==> config.mk <==
export PLATFORM = sky130hd
export DESIGN_NAME = spi_master_core
export DESIGN_NICKNAME = d
export VERILOG_FILES = /design/src/rtl/spi_master_core_pkg.sv /design/src/rtl/spi_master_tick.sv /design/src/rtl/spi_master_core.sv
export SDC_FILE = /design/constraint.sdc
export NUM_CORES = 1
export LEC_CHECK = 0
export ABC_CLOCK_PERIOD_IN_PS = 3700
export CORE_UTILIZATION = 58
export CTS_BUF_LIST = sky130_fd_sc_hd__clkbuf_4
export CTS_CLUSTER_SIZE = 8
export DETAILED_ROUTE_END_ITERATION = 6
export GPL_TIMING_DRIVEN = 0
export PLACE_DENSITY = 0.95
export SLEW_MARGIN = 20
export SYNTH_ARGS = -nofsm -noshare
export SYNTH_HDL_FRONTEND = slang
export SYNTH_HIERARCHICAL = 1
export SYNTH_SLANG_ARGS = --single-unit
==> constraint.sdc <==
create_clock -name clk -period 3.7 [get_ports clk]
set_input_delay 0.74 -clock clk [delete_from_list [all_inputs] [get_ports clk]]
set_output_delay 0.74 -clock clk [all_outputs]
set_load 0.005 [all_outputs]
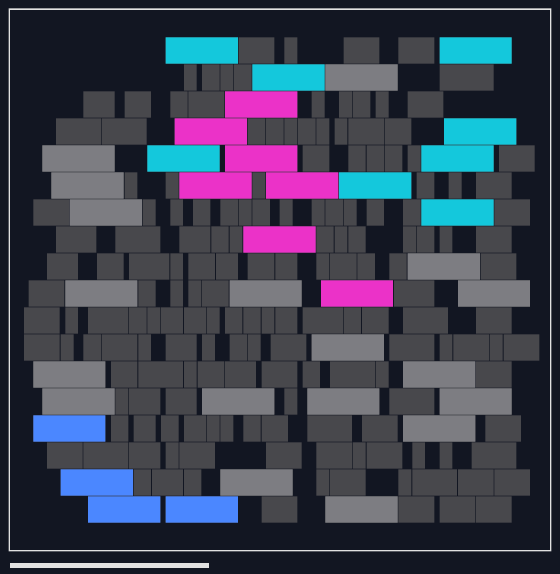
(run_1/registers.png)
The bar under the picture is 20 µm long. Other sequential cells in the stronger gray, the rest of the logic in the fainter gray.
[`rx`] magenta | placed flops: 7
[`bitcnt`] blue | placed flops: 4 | where: bottom left
[`user_out`] cyan | placed flops: 8
flip-flop and latch share of the layout cell area: 38.2%
sequential cell area: 741 µm²
Seq. pwr: 413 µW
core occupancy in the finished layout: 76.3%

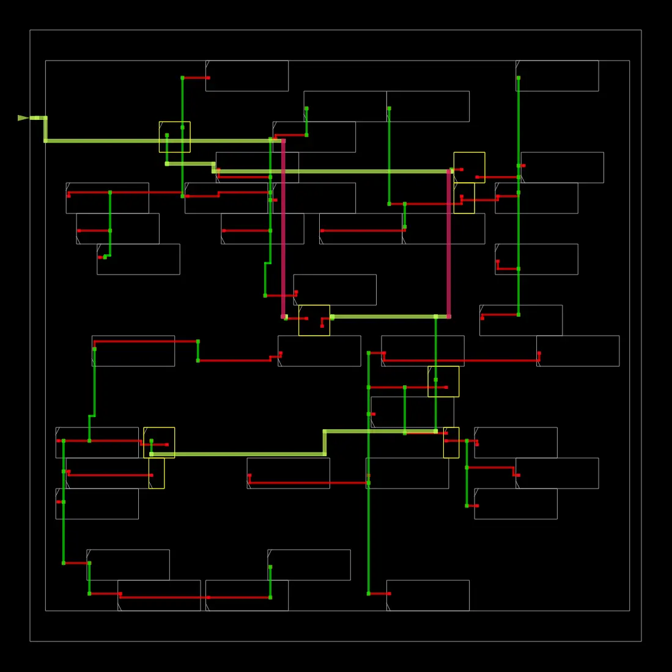
(run_1/final_clocks.png)
registers: 37
CTS sink cnt: 37
power in the clock group: 202 µW
worst clock skew on the final layout: 0.00949 ns
clock tree buffer count of the final layout: 5

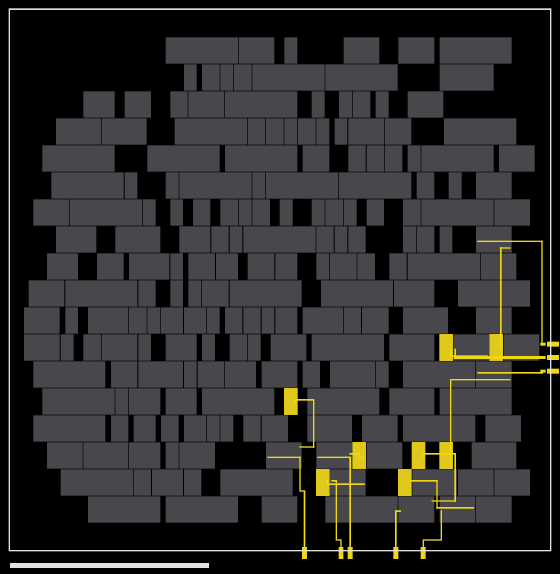
(run_1/port_nets.png)
The bar under the picture is 20 µm long.
[`user_in`] yellow | direction: input | end cells: 8 | buffers: 8 | wire: 139 µm
I/O pin cnt: 27
quantity of I/O buffers inserted on ports: 26

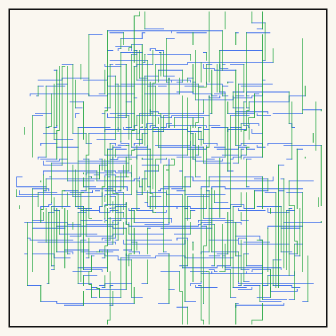
(run_1/metal_stack.png)
Only two layers are drawn.
[met1] blue | wire length: 1410 µm
[met2] green | wire length: 1740 µm
wire length reported by the detailed router: 3350 µm
post-detailed-route wirelength per cell: 14.3 µm
total vias in the final route: 1312
total track usage: 25.9%

==> ci_impl_report.md, run 1 <==
### Flow metrics

| Metric | Value |
|---|---|
| Relative contribution of the clock network to total power | `between 30% and 40%` |
| Fillcell total | `about 180` |
| Clock Tree Root | `clkbuf_4` |
| Clk slew on worst S/H paths | `around 0.11 ns` |
| Number of instances on the worst hold path | `1` |
| Clk tree area frac | `between 2 and 3%` |
| Average instance area after synthesis | `about 9.3 µm²` |
| Combinational Gates | `~120` |
| Data required time of the critical path | `between 2 and 3 ns` |
| GP Congestion | `roughly 0.89` |
| Non-CTS buffers | `38` |
| Global Route met2 Usage | `a little under half` |
| Worst-case headroom to the max-slew limit | `roughly three fifths` |
| Largest net degree at the start of global routing | `12` |
| Horizontal extent of the die | `roughly 54 µm` |
| Largest cell class by area | `multi-input combinational cells` |
| Most used logic cell in the final layout | `dfxtp_1` |
| Combinational Area | `approximately 740 µm²` |
| Residual DRC | `0` |
| Total tool warning count | `26` |
| Largest family of logic cells by area | `simple AND/OR/NAND/NOR gates` |
| Met1 Resource Use GR | `29.2%` |
| Fraction of final layout cells sized beyond drive strength 1 | `between 10% and 20%` |
| Outcome | `finished, final reports clean` |
| Comb/total area | `38.2%` |
| Final Max-Slew Violation Tally | `0` |
| Area share of fa/ha/maj cells after synthesis | `between 2 and 2.5%` |
| Tmin final | `between 3 and 4 ns` |
| Total nets after synthesis | `approximately 190` |
| Power density over the cells | `348 nW/µm²` |
| Endpoints failing hold | `0` |
| Std-Cell Core Area | `roughly 2500 µm²` |
| Non-Clock Buffer Area Fraction | `between 10% and 20%` |
| Post-synth cell types | `35` |
| Post-DP HPWL | `around 2500 µm` |
| Total CTS buffers | `5` |
| Worst setup path category | `in -> out` |
| Clock tree from TritonCTS | `yes` |
| Arrival time of the worst setup path | `between 2 and 2.5 ns` |
| Unrepaired setup endpoints after global routing | `false` |
| Share of power burned in combinational logic | `between 8 and 9%` |
| Summed standard-cell area reported by yosys | `about 1600 µm²` |
| Flip-flop count of the largest register, all copies and words added | `8` |
| Worst setup slack for register-to-register paths | `1.45 ns` |
| Taps Inserted | `30` |
[run 1: cells in the mapped netlist]
cell	n	area, µm²
a211oi_1	1	7.51
a211oi_2	7	87.6
a21oi_1	17	85.1
a311oi_1	1	8.76
and2_1	1	6.26
and2_2	1	7.51
and3_1	1	6.26
and4bb_2	2	25.0
buf_2	1	5.00
buf_4	2	15.0
buf_6	4	45.0
buf_8	1	15.0
clkbuf_1	3	11.3
clkbuf_4	1	7.51
dfxtp_1	37	741
ha_1	3	37.5
inv_1	3	11.3
mux2i_1	8	80.1
nand2_1	31	116
nand3_1	10	50.1
nand3_2	2	20.0
nand3b_1	2	15.0
nand4_1	1	6.26
nand4b_1	1	8.76
nor2_1	11	41.3
nor2b_1	1	6.26
nor3_1	6	30.0
nor4b_1	2	17.5
o21ai_0	1	5.00
o311ai_0	1	8.76
or2_1	1	6.26
or3_1	2	12.5
or3b_4	1	11.3
xnor2_1	2	17.5
xor2_1	2	17.5
[run 1: routing by layer]
layer  vias to the layer above  wire length (µm)  share of wire (%)
met4                         0                28               0.84
met2                        39              1740                 52
met3                         4               169                5.0
met5                         -                 0                  0
met1                       611              1410                 42
li1                        658                 -                  -
[run 1: stage by stage]
stage	worst slack [ns]	util [%]	std cells	cell area (µm²)	hold slack, ns
final	0.522	76.3	235	1940	0.459
after global routing	0.503	76.3	235	1940	0.487
after CTS	0.557	76.3	235	1940	0.465
after detailed placement	0.575	74.3	227	1890	0.450
after global placement	0.618	74.3	227	1890	0.417
after floorplan	1.71	-	171	1590	0.405
[run 1: worst max-delay path: stages]
cell and delay (ns):
clkdlybuf4s50_1 0.54, buf_6 0.15, clkbuf_1 0.43, nor3_1 0.10, clkdlybuf4s50_1 0.47
==> run_1/wire_density.png <==
11 x 11 tiles, from dark blue (low) to red (high), scaled to the fullest tile. Values are wire area over tile area, all layers added.
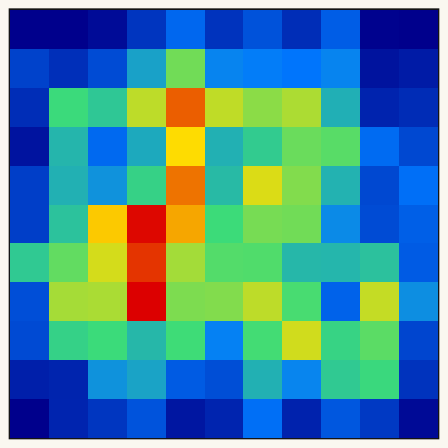

## Run 2: what changed since run 1
--- a/config.mk
+++ b/config.mk
@@ -12,6 +12,7 @@
 export DETAILED_ROUTE_END_ITERATION = 6
 export GPL_TIMING_DRIVEN = 0
 export PLACE_DENSITY = 0.95
+export RECOVER_POWER = 100
 export SLEW_MARGIN = 20
 export SYNTH_ARGS = -nofsm -noshare
 export SYNTH_HDL_FRONTEND = slang
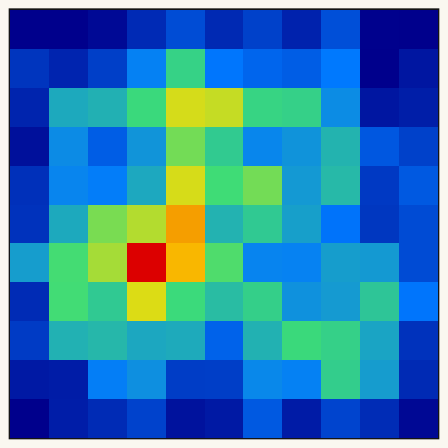
(run_2/wire_density.png)
11 x 11 tiles, from dark blue (low) to red (high), scaled to the fullest tile. Values are wire area over tile area, all layers added.
densest ninth of the die: middle
fullest tile: 0.63
mean over tiles: 0.18
post-detailed-route wirelength per cell: 14.2 µm
total vias in the final route: 1331

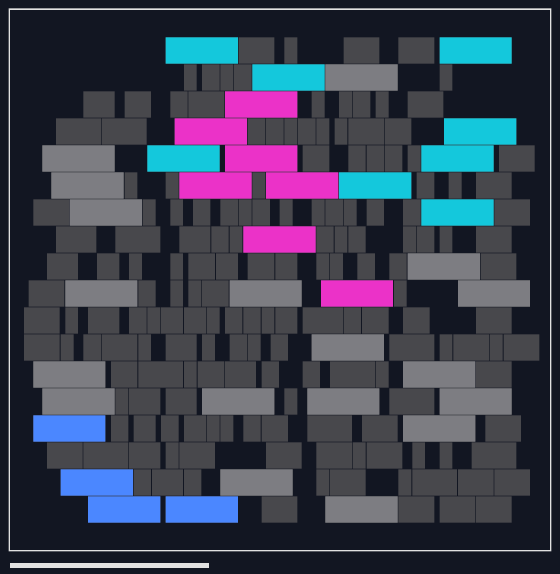
(run_2/registers.png)
The bar under the picture is 20 µm long. Other sequential cells in the stronger gray, the rest of the logic in the fainter gray.
[`rx`] magenta | placed flops: 7
[`bitcnt`] blue | placed flops: 4 | where: bottom left
[`user_out`] cyan | placed flops: 8
not colored: 18
flip-flop and latch share of the layout cell area: 39.2%
core occupancy in the finished layout: 74.3%

==> run 2 against run 1 <==
  * Combinational power decreased by 6.9%
  * Die size did not move
  * Area after synthesis stayed put
  * Synthesized cell count is the same
==> ci_impl_report.md, run 2 <==
### Flow metrics

| Metric | Value |
|---|---|
| Outcome | `finished, final reports clean (unchanged)` |
| Endpoints failing hold | `0 (unchanged)` |
| I/O pin cnt | `27 (unchanged)` |
| Wire length reported by the detailed router | `3340 µm (was 3350 µm)` |
| Area share of fa/ha/maj cells after synthesis | `2.36% (unchanged)` |
| Clock tree from TritonCTS | `yes (unchanged)` |
| Tmin final | `3.35 ns (was 3.18 ns)` |
| Worst setup slack for register-to-register paths | `0.77 ns (was 1.45 ns)` |
| Commonest register cell after synthesis | `dfxtp_1 (unchanged)` |
| Most frequent cell after synthesis | `dfxtp_1 (unchanged)` |
| Worst-case headroom to the max-slew limit | `60.0% (was 60.8%)` |
| GP Congestion | `0.886 (unchanged)` |
| Largest net degree at the start of global routing | `12 (unchanged)` |
| Leading post-synthesis cells by cell area | `dfxtp_1, nand2_1, a211oi_2 (unchanged)` |
| Total CTS buffers | `5 (unchanged)` |
| Summed standard-cell area reported by yosys | `1590 µm² (unchanged)` |
| Final Max-Slew Violation Tally | `0 (unchanged)` |
| Total tool warning count | `26 (unchanged)` |
| Post-DP HPWL | `2470 µm (unchanged)` |
| Clk slew on worst S/H paths | `0.11 ns (about the same)` |
| Number of instances on the worst hold path | `1 (unchanged)` |
| Quantity of I/O buffers inserted on ports | `26 (unchanged)` |
| Residual DRC | `0 (unchanged)` |
| Area fraction of the dominant cell type after synthesis | `46.5% (unchanged)` |
| Worst Hold Slack | `0.463 ns (was 0.459 ns)` |
| Unrepaired setup endpoints after global routing | `false (unchanged)` |
| Flip-flops with a built-in enable | `0 (unchanged)` |
| Most used logic cell in the final layout | `dfxtp_1 (unchanged)` |
| Arrival time of the worst setup path | `2.61 ns (was 2.44 ns)` |
| Max stage delay cell, worst path | `dlygate4sd3_1 (was clkdlybuf4s50_1)` |
| CTS sink cnt | `37 (unchanged)` |
| Total track usage | `25.9% (unchanged)` |
| Power density over the cells | `354 nW/µm² (was 348 nW/µm²)` |
| Clock Tree Root | `clkbuf_4 (unchanged)` |
| Worst clock skew on the final layout | `0.00450 ns (was 0.00949 ns)` |
| Placed cells | `227 (unchanged)` |
| Largest family of logic cells by area | `simple AND/OR/NAND/NOR gates (unchanged)` |
| Proportion of synthesized flip-flops having asynchronous set or reset | `0% (unchanged)` |
| Average instance area after synthesis | `9.31 µm² (unchanged)` |
| Post-route insts no fill | `235 (unchanged)` |
| Worst path max stage delay | `0.61 ns (was 0.54 ns)` |
| Fraction of final layout cells sized beyond drive strength 1 | `9.27% (was 13.7%)` |
## run 2: cell type report
cell class                 instances  area [µm²]
sequential                        37         741
multi-input combinational        119         723
fill                             192         653
timing repair buffer              26         260
buffer                            12        68.8
clock buffer                       5        37.5
tap                               30        37.5
clock inverter                     3        12.5
inverter                           3        11.3
## run 2: metrics by stage
stage	power, mW	cell area (µm²)	worst slack (ns)	util (%)
finish	0.669	1890	0.355	74.3
global route	0.693	1890	0.307	74.3
CTS	0.674	1940	0.557	76.3
detailed placement	0.481	1890	0.575	74.3
global placement	0.477	1890	0.618	74.3
floorplan	0.453	1590	1.71	-
## run 2: cell families (layout without fill, tap and decap cells)
group,Yosys count,after routing
compound gates,28,28
simple gates,76,76
fa+ha+maj,3,3
buf+inv,15,49
mux,8,8
flops,37,37
xor+xnor,4,4
## run 2: power breakdown
part | leakage (nW) | total, mW | switching [mW] | internal [mW]
clock network | 0.0300 | 0.201 | 0.132 | 0.0687
logic | 0.407 | 0.0553 | 0.0262 | 0.0292
registers | 0.300 | 0.413 | 0.00575 | 0.407
total | 0.737 | 0.669 | 0.164 | 0.505
## run 2: worst max-delay path: cells and delay by family
| kind | cells | cell delay [ns] |
|---|---|---|
| buffers and inverters | 4 | 1.77 |
| and+or+nand+nor | 1 | 0.10 |
## run 2: metal layers
layer,share of wire [%],GRT usage (%),vias to the layer above
met5,0,0,-
met4,1.2,12.4,0
met3,5.6,6.39,7
met2,51,45.1,47
met1,42,29.2,619
li1,-,-,658
Power is estimated from default activity; no workload was simulated.
